### config.mk
export PLATFORM = sky130hd
export DESIGN_NAME = vga_timing_gen_flat
export DESIGN_NICKNAME = d
export VERILOG_FILES = /design/src/rtl/vga_pkg.sv /design/src/rtl/vga_if.sv /design/src/rtl/vga_timing_cnt.sv /design/src/rtl/vga_timing_gen.sv /design/src/flat_wrapper.sv
export SDC_FILE = /design/constraint.sdc
export NUM_CORES = 1
export LEC_CHECK = 0
export ABC_CLOCK_PERIOD_IN_PS = 2400
export CAP_MARGIN = 25
export CORE_ASPECT_RATIO = 0.7
export CORE_MARGIN = 2
export CORE_UTILIZATION = 52
export CTS_CLUSTER_SIZE = 16
export DETAILED_ROUTE_END_ITERATION = 10
export PLACE_DENSITY = 0.9
export SLEW_MARGIN = 15
export SYNTH_ARGS = -nofsm -noshare
export SYNTH_HDL_FRONTEND = slang
export SYNTH_SLANG_ARGS = --single-unit
### constraint.sdc
create_clock -name clk -period 2.4 [get_ports clk]
set_input_delay 0.48 -clock clk [delete_from_list [all_inputs] [get_ports clk]]
set_output_delay 0.48 -clock clk [all_outputs]
set_load 0.1 [all_outputs]
### src/rtl/vga_pkg.sv
// Shared timing constants for the 1024x768 @ 60 Hz raster, derived sync
// window bounds and the colour-bar palette used by the optional test pattern.
package vga_pkg;

    localparam int CNT_W    = 11;
    localparam int RGB_W    = 12;

    localparam int H_ACTIVE = 1024;
    localparam int H_FRONT  = 24;
    localparam int H_SYNC   = 136;
    localparam int H_BACK   = 160;
    localparam int H_TOTAL  = H_ACTIVE + H_FRONT + H_SYNC + H_BACK;

    localparam int V_ACTIVE = 768;
    localparam int V_FRONT  = 3;
    localparam int V_SYNC   = 6;
    localparam int V_BACK   = 29;
    localparam int V_TOTAL  = V_ACTIVE + V_FRONT + V_SYNC + V_BACK;

    localparam int HSYNC_START = H_ACTIVE + H_FRONT;
    localparam int HSYNC_END   = HSYNC_START + H_SYNC;
    localparam int VSYNC_START = V_ACTIVE + V_FRONT;
    localparam int VSYNC_END   = VSYNC_START + V_SYNC;

    localparam logic [RGB_W-1:0] BAR_WHITE   = 12'hfff;
    localparam logic [RGB_W-1:0] BAR_YELLOW  = 12'hff0;
    localparam logic [RGB_W-1:0] BAR_CYAN    = 12'h0ff;
    localparam logic [RGB_W-1:0] BAR_GREEN   = 12'h0f0;
    localparam logic [RGB_W-1:0] BAR_MAGENTA = 12'hf0f;
    localparam logic [RGB_W-1:0] BAR_RED     = 12'hf00;
    localparam logic [RGB_W-1:0] BAR_BLUE    = 12'h00f;
    localparam logic [RGB_W-1:0] BAR_BLACK   = 12'h000;

    // Eight 128-pixel bars, left to right, selected by hcount[9:7].
    function automatic logic [RGB_W-1:0] bar_colour(input logic [2:0] idx);
        logic [RGB_W-1:0] c;
        c = BAR_BLACK;
        case (idx)
            3'd0: c = BAR_WHITE;
            3'd1: c = BAR_YELLOW;
            3'd2: c = BAR_CYAN;
            3'd3: c = BAR_GREEN;
            3'd4: c = BAR_MAGENTA;
            3'd5: c = BAR_RED;
            3'd6: c = BAR_BLUE;
            default: c = BAR_BLACK;
        endcase
        return c;
    endfunction

endpackage

### src/rtl/vga_if.sv
// Pixel-stream bundle passed down the draw chain. Sync and blank are logical
// active-high here; pin polarity is applied at the board output stage.
interface vga_if;
    import vga_pkg::*;

    logic [CNT_W-1:0] hcount;
    logic [CNT_W-1:0] vcount;
    logic             hsync;
    logic             vsync;
    logic             hblnk;
    logic             vblnk;
    logic [RGB_W-1:0] rgb;

    modport out (
        output hcount, vcount, hsync, vsync, hblnk, vblnk, rgb
    );

    modport in (
        input  hcount, vcount, hsync, vsync, hblnk, vblnk, rgb
    );

endinterface

### src/rtl/vga_timing_cnt.sv
// Generic wrap counter: counts 0..MAX while en is high, then returns to 0.
// wrap flags the terminal count so a cascaded counter can be enabled by it.
module vga_timing_cnt #(
    parameter int MAX = vga_pkg::H_TOTAL - 1,
    parameter int W   = vga_pkg::CNT_W
) (
    input  logic         clk,
    input  logic         rst,
    input  logic         en,
    output logic [W-1:0] cnt,
    output logic         wrap
);
    import vga_pkg::*;

    assign wrap = (cnt == W'(MAX));

    // Advance on enable, returning to zero after the terminal count.
    always_ff @(posedge clk) begin
        if (rst) begin
            cnt <= '0;
        end else if (en) begin
            cnt <= wrap ? '0 : cnt + W'(1);
        end
    end

endmodule

### src/rtl/vga_timing_gen.sv
// 1024x768 @ 60 Hz raster source. Two cascaded wrap counters give the current
// position; blank/sync/colour are decoded from it and registered together so
// every field of vga_out describes the same pixel, one cycle behind the
// counters. Optional colour-bar test pattern: VGA_TIMING_TEST_PATTERN_EN.
module vga_timing_gen #(
    parameter int H_ACTIVE = vga_pkg::H_ACTIVE,
    parameter int H_FRONT  = vga_pkg::H_FRONT,
    parameter int H_SYNC   = vga_pkg::H_SYNC,
    parameter int H_BACK   = vga_pkg::H_BACK,
    parameter int V_ACTIVE = vga_pkg::V_ACTIVE,
    parameter int V_FRONT  = vga_pkg::V_FRONT,
    parameter int V_SYNC   = vga_pkg::V_SYNC,
    parameter int V_BACK   = vga_pkg::V_BACK,
    parameter int FCNT_W   = 16
) (
    input  logic              clk,
    input  logic              rst,
    input  logic              en,
    vga_if.out                vga_out,
    output logic              frame_start,
    output logic [FCNT_W-1:0] frame_cnt
);
    import vga_pkg::*;

    localparam int H_TOTAL = H_ACTIVE + H_FRONT + H_SYNC + H_BACK;
    localparam int V_TOTAL = V_ACTIVE + V_FRONT + V_SYNC + V_BACK;
    localparam int HS_BEG  = H_ACTIVE + H_FRONT;
    localparam int HS_END  = HS_BEG + H_SYNC;
    localparam int VS_BEG  = V_ACTIVE + V_FRONT;
    localparam int VS_END  = VS_BEG + V_SYNC;

    logic [CNT_W-1:0] h_cnt;
    logic [CNT_W-1:0] v_cnt;
    logic             h_wrap;
    logic             v_wrap;
    logic             v_en;

    logic             hblnk_d;
    logic             hsync_d;
    logic             vblnk_d;
    logic             vsync_d;
    logic             origin;
    logic             frame_done;

    assign v_en = en & h_wrap;

    vga_timing_cnt #(.MAX(H_TOTAL - 1), .W(CNT_W)) u_h_cnt (
        .clk  (clk),
        .rst  (rst),
        .en   (en),
        .cnt  (h_cnt),
        .wrap (h_wrap)
    );

    vga_timing_cnt #(.MAX(V_TOTAL - 1), .W(CNT_W)) u_v_cnt (
        .clk  (clk),
        .rst  (rst),
        .en   (v_en),
        .cnt  (v_cnt),
        .wrap (v_wrap)
    );

    // Decode blank/sync windows from the current counter position.
    always_comb begin
        hblnk_d = (h_cnt >= CNT_W'(H_ACTIVE));
        hsync_d = (h_cnt >= CNT_W'(HS_BEG)) && (h_cnt < CNT_W'(HS_END));
        vblnk_d = (v_cnt >= CNT_W'(V_ACTIVE));
        vsync_d = (v_cnt >= CNT_W'(VS_BEG)) && (v_cnt < CNT_W'(VS_END));
        origin  = (h_cnt == '0) && (v_cnt == '0);
    end

    // A frame completes when both counters wrap; the count is published when
    // the output stage shows (0,0) so it lines up with frame_start. Reset
    // clears the pending flag, so an aborted frame is never counted.
    always_ff @(posedge clk) begin
        if (rst) begin
            frame_done <= 1'b0;
        end else if (en && h_wrap && v_wrap) begin
            frame_done <= 1'b1;
        end else if (en && origin) begin
            frame_done <= 1'b0;
        end
    end

    // Output stage: capture the decoded pixel; hold everything while en is low.
    // frame_start is qualified by en so a stall at (0,0) yields a single pulse.
    always_ff @(posedge clk) begin
        if (rst) begin
            vga_out.hcount <= '0;
            vga_out.vcount <= '0;
            vga_out.hsync  <= 1'b0;
            vga_out.vsync  <= 1'b0;
            vga_out.hblnk  <= 1'b0;
            vga_out.vblnk  <= 1'b0;
            frame_start    <= 1'b0;
            frame_cnt      <= '0;
        end else if (en) begin
            vga_out.hcount <= h_cnt;
            vga_out.vcount <= v_cnt;
            vga_out.hsync  <= hsync_d;
            vga_out.vsync  <= vsync_d;
            vga_out.hblnk  <= hblnk_d;
            vga_out.vblnk  <= vblnk_d;
            frame_start    <= origin;
            if (origin && frame_done) begin
                frame_cnt <= frame_cnt + FCNT_W'(1);
            end
        end else begin
            frame_start    <= 1'b0;
        end
    end

`ifdef VGA_TIMING_TEST_PATTERN_EN
    // Colour bars during active video, black in blanking, same stage as above.
    always_ff @(posedge clk) begin
        if (rst) begin
            vga_out.rgb <= '0;
        end else if (en) begin
            vga_out.rgb <= (hblnk_d || vblnk_d) ? '0 : bar_colour(h_cnt[9:7]);
        end
    end
`else
    assign vga_out.rgb = '0;
`endif

endmodule

### src/flat_wrapper.sv
// flat-port wrapper written by rule: the top's interface ports become plain ports
module vga_timing_gen_flat import vga_pkg::*;
#(
    parameter int H_ACTIVE = vga_pkg::H_ACTIVE,
    parameter int H_FRONT  = vga_pkg::H_FRONT,
    parameter int H_SYNC   = vga_pkg::H_SYNC,
    parameter int H_BACK   = vga_pkg::H_BACK,
    parameter int V_ACTIVE = vga_pkg::V_ACTIVE,
    parameter int V_FRONT  = vga_pkg::V_FRONT,
    parameter int V_SYNC   = vga_pkg::V_SYNC,
    parameter int V_BACK   = vga_pkg::V_BACK,
    parameter int FCNT_W   = 16
)
  (clk, rst, en, frame_start, frame_cnt, vga_out_hcount, vga_out_vcount, vga_out_hsync, vga_out_vsync, vga_out_hblnk, vga_out_vblnk, vga_out_rgb);
  vga_if vga_out_i ();
  input  logic clk;
  input  logic rst;
  input  logic en;
  output logic frame_start;
  output logic [FCNT_W-1:0] frame_cnt;
  output wire logic [$bits(vga_out_i.hcount)-1:0] vga_out_hcount;
  output wire logic [$bits(vga_out_i.vcount)-1:0] vga_out_vcount;
  output wire logic [$bits(vga_out_i.hsync)-1:0] vga_out_hsync;
  output wire logic [$bits(vga_out_i.vsync)-1:0] vga_out_vsync;
  output wire logic [$bits(vga_out_i.hblnk)-1:0] vga_out_hblnk;
  output wire logic [$bits(vga_out_i.vblnk)-1:0] vga_out_vblnk;
  output wire logic [$bits(vga_out_i.rgb)-1:0] vga_out_rgb;
  assign vga_out_hcount = vga_out_i.hcount;
  assign vga_out_vcount = vga_out_i.vcount;
  assign vga_out_hsync = vga_out_i.hsync;
  assign vga_out_vsync = vga_out_i.vsync;
  assign vga_out_hblnk = vga_out_i.hblnk;
  assign vga_out_vblnk = vga_out_i.vblnk;
  assign vga_out_rgb = vga_out_i.rgb;
  vga_timing_gen #(.H_ACTIVE(H_ACTIVE), .H_FRONT(H_FRONT), .H_SYNC(H_SYNC), .H_BACK(H_BACK), .V_ACTIVE(V_ACTIVE), .V_FRONT(V_FRONT), .V_SYNC(V_SYNC), .V_BACK(V_BACK), .FCNT_W(FCNT_W)) u_core (.clk(clk), .rst(rst), .en(en), .vga_out(vga_out_i), .frame_start(frame_start), .frame_cnt(frame_cnt));
endmodule
Run 1, where the registers sit:
Scale: 4 px per µm. Other sequential cells in the stronger grey, the rest of the logic in the fainter grey.
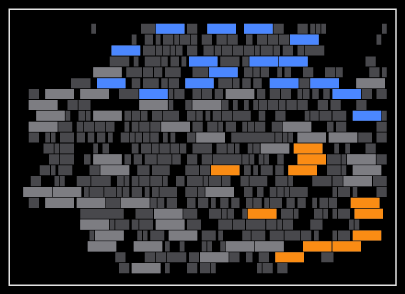
- `u_core.u_h_cnt.cnt`: orange (sequential cells 11)
- `u_core.frame_cnt`: blue (sequential cells 16)

Run 1, routed metal, one colour a layer:
Scale: 4 px per µm. Two of the layers only.
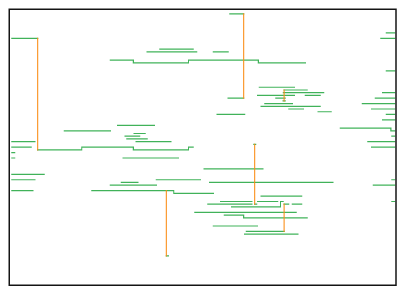
- M3: green (wire length 596 µm)
- M4: orange (wire length 89.8 µm)

==> summary.rpt <==
RUN METRICS
----------------------------------------------------
[Route]
  Final routed wirelength across all metal layers ........................ 7270 µm
  Number of iterations in the first detailed-routing pass ........................ 5
  Number of DRC markers in iteration 0 ........................ 200
  DRC violations left ........................ 0
  Routed vias ........................ 2794
  Per-cell routed wire length ........................ 14.8 µm
  Post-detailed-route via-to-cell ratio ........................ 5.70
  Antenna-violating nets left ........................ 0

[Die]
  Number of tap cells inserted ........................ 75
  Total Die Area ........................ 0.00661 mm²
  Die Ht ........................ 68.6 µm
  Die Span X ........................ 96.3 µm
  Core Util at FP ........................ 0.539
  Ports ........................ 58

[Timing]
  Max-Slew Margin vs Limit ........................ 0.583
  Setup ws final ........................ 0.229 ns
  Unrepaired setup endpoints after global routing ........................ no
  Aggregate negative setup slack ........................ 0 ns
  Final setup fails ........................ 0
  Time the final worst path needs with I/O delays and setup ........................ 2.17 ns
  Number of max-slew violations in the final report ........................ 0
  Count of final hold-check violations ........................ 0
  Final-layout worst hold slack ........................ 0.493 ns

[Placement]
  PortBufs ........................ 45
  GPL Wtd Cong ........................ 0.894
  Cell area after placement ........................ 0.00356 mm²
  Cell count after placement ........................ 474
  Post-DP HPWL ........................ 5070 µm

[CTS]
  Number of buffers inserted for hold repair after clock tree synthesis ........................ 0
  CTS tree ........................ done
  # H-tree levels ........................ 3
  Clock root buffer ........................ clkbuf_8
  CTS-repair resized insts ........................ 0
  Clk slew on worst S/H paths ........................ 0.07 ns
  Source-to-sink clock delay at the later pin of the worst-skew pair ........................ 0.35 ns

[Global route]
  Largest net degree at the start of global routing ........................ 32
  Vias in the first global route ........................ 2442
  Initial antenna violation count ........................ 0

[Synthesis]
  Yosys stat chip area ........................ 0.00310 mm²
  Largest area contributor in the synthesized netlist ........................ dfxtp_1
  Dominant cell by count in the synthesized netlist ........................ dfxtp_1
  Gate Count Post-Synth ........................ 354
  Cell area after synthesis ........................ 0.00310 mm²
  Synthesized registers ........................ 66
  Post-synth area hogs ........................ dfxtp_1, mux2i_1, nor2_1
  Post-synthesis cell count from yosys ........................ 354
  Avg Inst Size Synth ........................ 8.76 µm²
  Async set-reset flop share out of synthesis ........................ 0
  Synthesis warning total ........................ 0

[Final layout]
  Sequential cell count ........................ 66
  Antenna diode count ........................ 0
  Fillcell total ........................ 476
  Fraction of final layout cells with drive strength greater than 1 ........................ 0.212
  Final cell count without fillers ........................ 490
  Largest cell class ........................ multi-input combinational cells
  Clk_buf instances ........................ 11
  Comb area share ........................ 0.427
  Register bank with the most flops ........................ u_core.frame_cnt
  Flip-flop and latch share of the layout cell area ........................ 0.350
  Area added between synthesis and finish ........................ 21.8%
  Utilization after layout ........................ 0.657
  Number of nets in the layout ........................ 419
  Area taken by multi-input logic gates ........................ 0.00161 mm²
  Final clock-cell share ........................ 0.0579
  Number of multi-input combinational cells ........................ 260

[Setup path]
  Required time at the endpoint of the critical path ........................ 2.66 ns
  Type of the worst setup path ........................ in -> reg
  Worst path slowest cell ........................ or4_1
  Count of cells along the worst register-to-register path ........................ 5
  Crit-path leading delay family ........................ buffers and inverters
  Highest cell delay on the worst timing path ........................ 0.57 ns
  Signal arrival time at the worst endpoint ........................ 2.43 ns
  CP Depth ........................ 5
  Chain of cells forming the critical path ........................ clkdlybuf4s50_1 -> buf_4 -> inv_1 -> or4_1 -> a21oi_1
  Type of destination of the critical path ........................ flop
  Element type at the critical path start ........................ primary input

[Power and ir drop]
  Biggest power consumer among the groups ........................ registers
  Part of the power in combinational logic ........................ 0.085
  Clock share of power ........................ 0.440
  P_int ........................ 1.75 mW
  Power of the combinational group ........................ 199 µW
  Pwr dens ........................ 617 mW/mm²
  Reported leakage power ........................ 1.54 nW

[Job]
  Tool Warnings ........................ 29
  Max_cap viols ........................ 0

[Status]
  Result of the run ........................ finished, final reports clean

[Min path]
  Cell depth of the worst min-delay path ........................ 2

----------------------------------------------------
Run 1, track usage over the die:
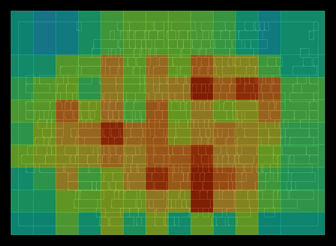
most used routing layer: met2
met1 Track Usage GR: 0.308
GR Layer Usage met2: 0.351
GR Layer Usage met3: 0.0826

## run 1: final timing paths
| check | end | slack (ns) | from |
|---|---|---|---|
| min reg2reg | u_core.vga_out.hcount[10] | 0.49 | u_core.vga_out.hcount[10] |
| max | u_core.vga_out.vsync | 0.23 | en |
| min | u_core.vga_out.hcount[10] | 0.49 | u_core.vga_out.hcount[10] |
| max reg2reg | u_core.frame_cnt[13] | 0.25 | u_core.u_h_cnt.cnt[5] |
## run 1: metal layers
metal / vias to the layer above / part of all wire / global-route usage
met5: - / 0 / 0
met4: 0 / 0.012 / 0.0827
met3: 12 / 0.082 / 0.0826
met2: 111 / 0.45 / 0.351
met1: 1311 / 0.45 / 0.308
li1: 1360 / - / -
## run 1: logic make-up (layout without fill, tap and decap cells)
kind of cell,after synthesis,after routing,share of synthesized area
buffers and inverters,39,89,0.0674
xor gates and xnor gates,11,11,0.0311
DFF,66,66,0.426
and+or+nand+nor,153,153,0.264
AOI/OAI and AO/OA,51,51,0.0968
muxes,27,27,0.0891
other,1,12,0.00121
adders and majority gates,6,6,0.0242
## run 1: cell usage in the layout, fill, tap and decap left out, types with 10 or more instances in the layout
master | synthesis | routed
nor2_1 | 43 | 43
buf_4 | 12 | 61
nand2_1 | 23 | 23
nand4_1 | 15 | 15
o21ai_0 | 10 | 10
mux2i_1 | 22 | 22
or4_1 | 11 | 11
clkbuf_8 | 0 | 10
o31ai_1 | 10 | 10
conb_1 | 1 | 12
nand3_1 | 12 | 12
dfxtp_1 | 66 | 66
a21oi_1 | 26 | 26
## run 1: worst register-to-register path, cell delays in order (launching register included)
cell,delay (ns)
dfxtp_1,0.40
nor4_1,0.38
buf_4,0.19
nand4_1,0.31
nor4_1,0.39
mux2_2,0.37
Power figures rest on the tool's default switching activity, not on a simulated workload.
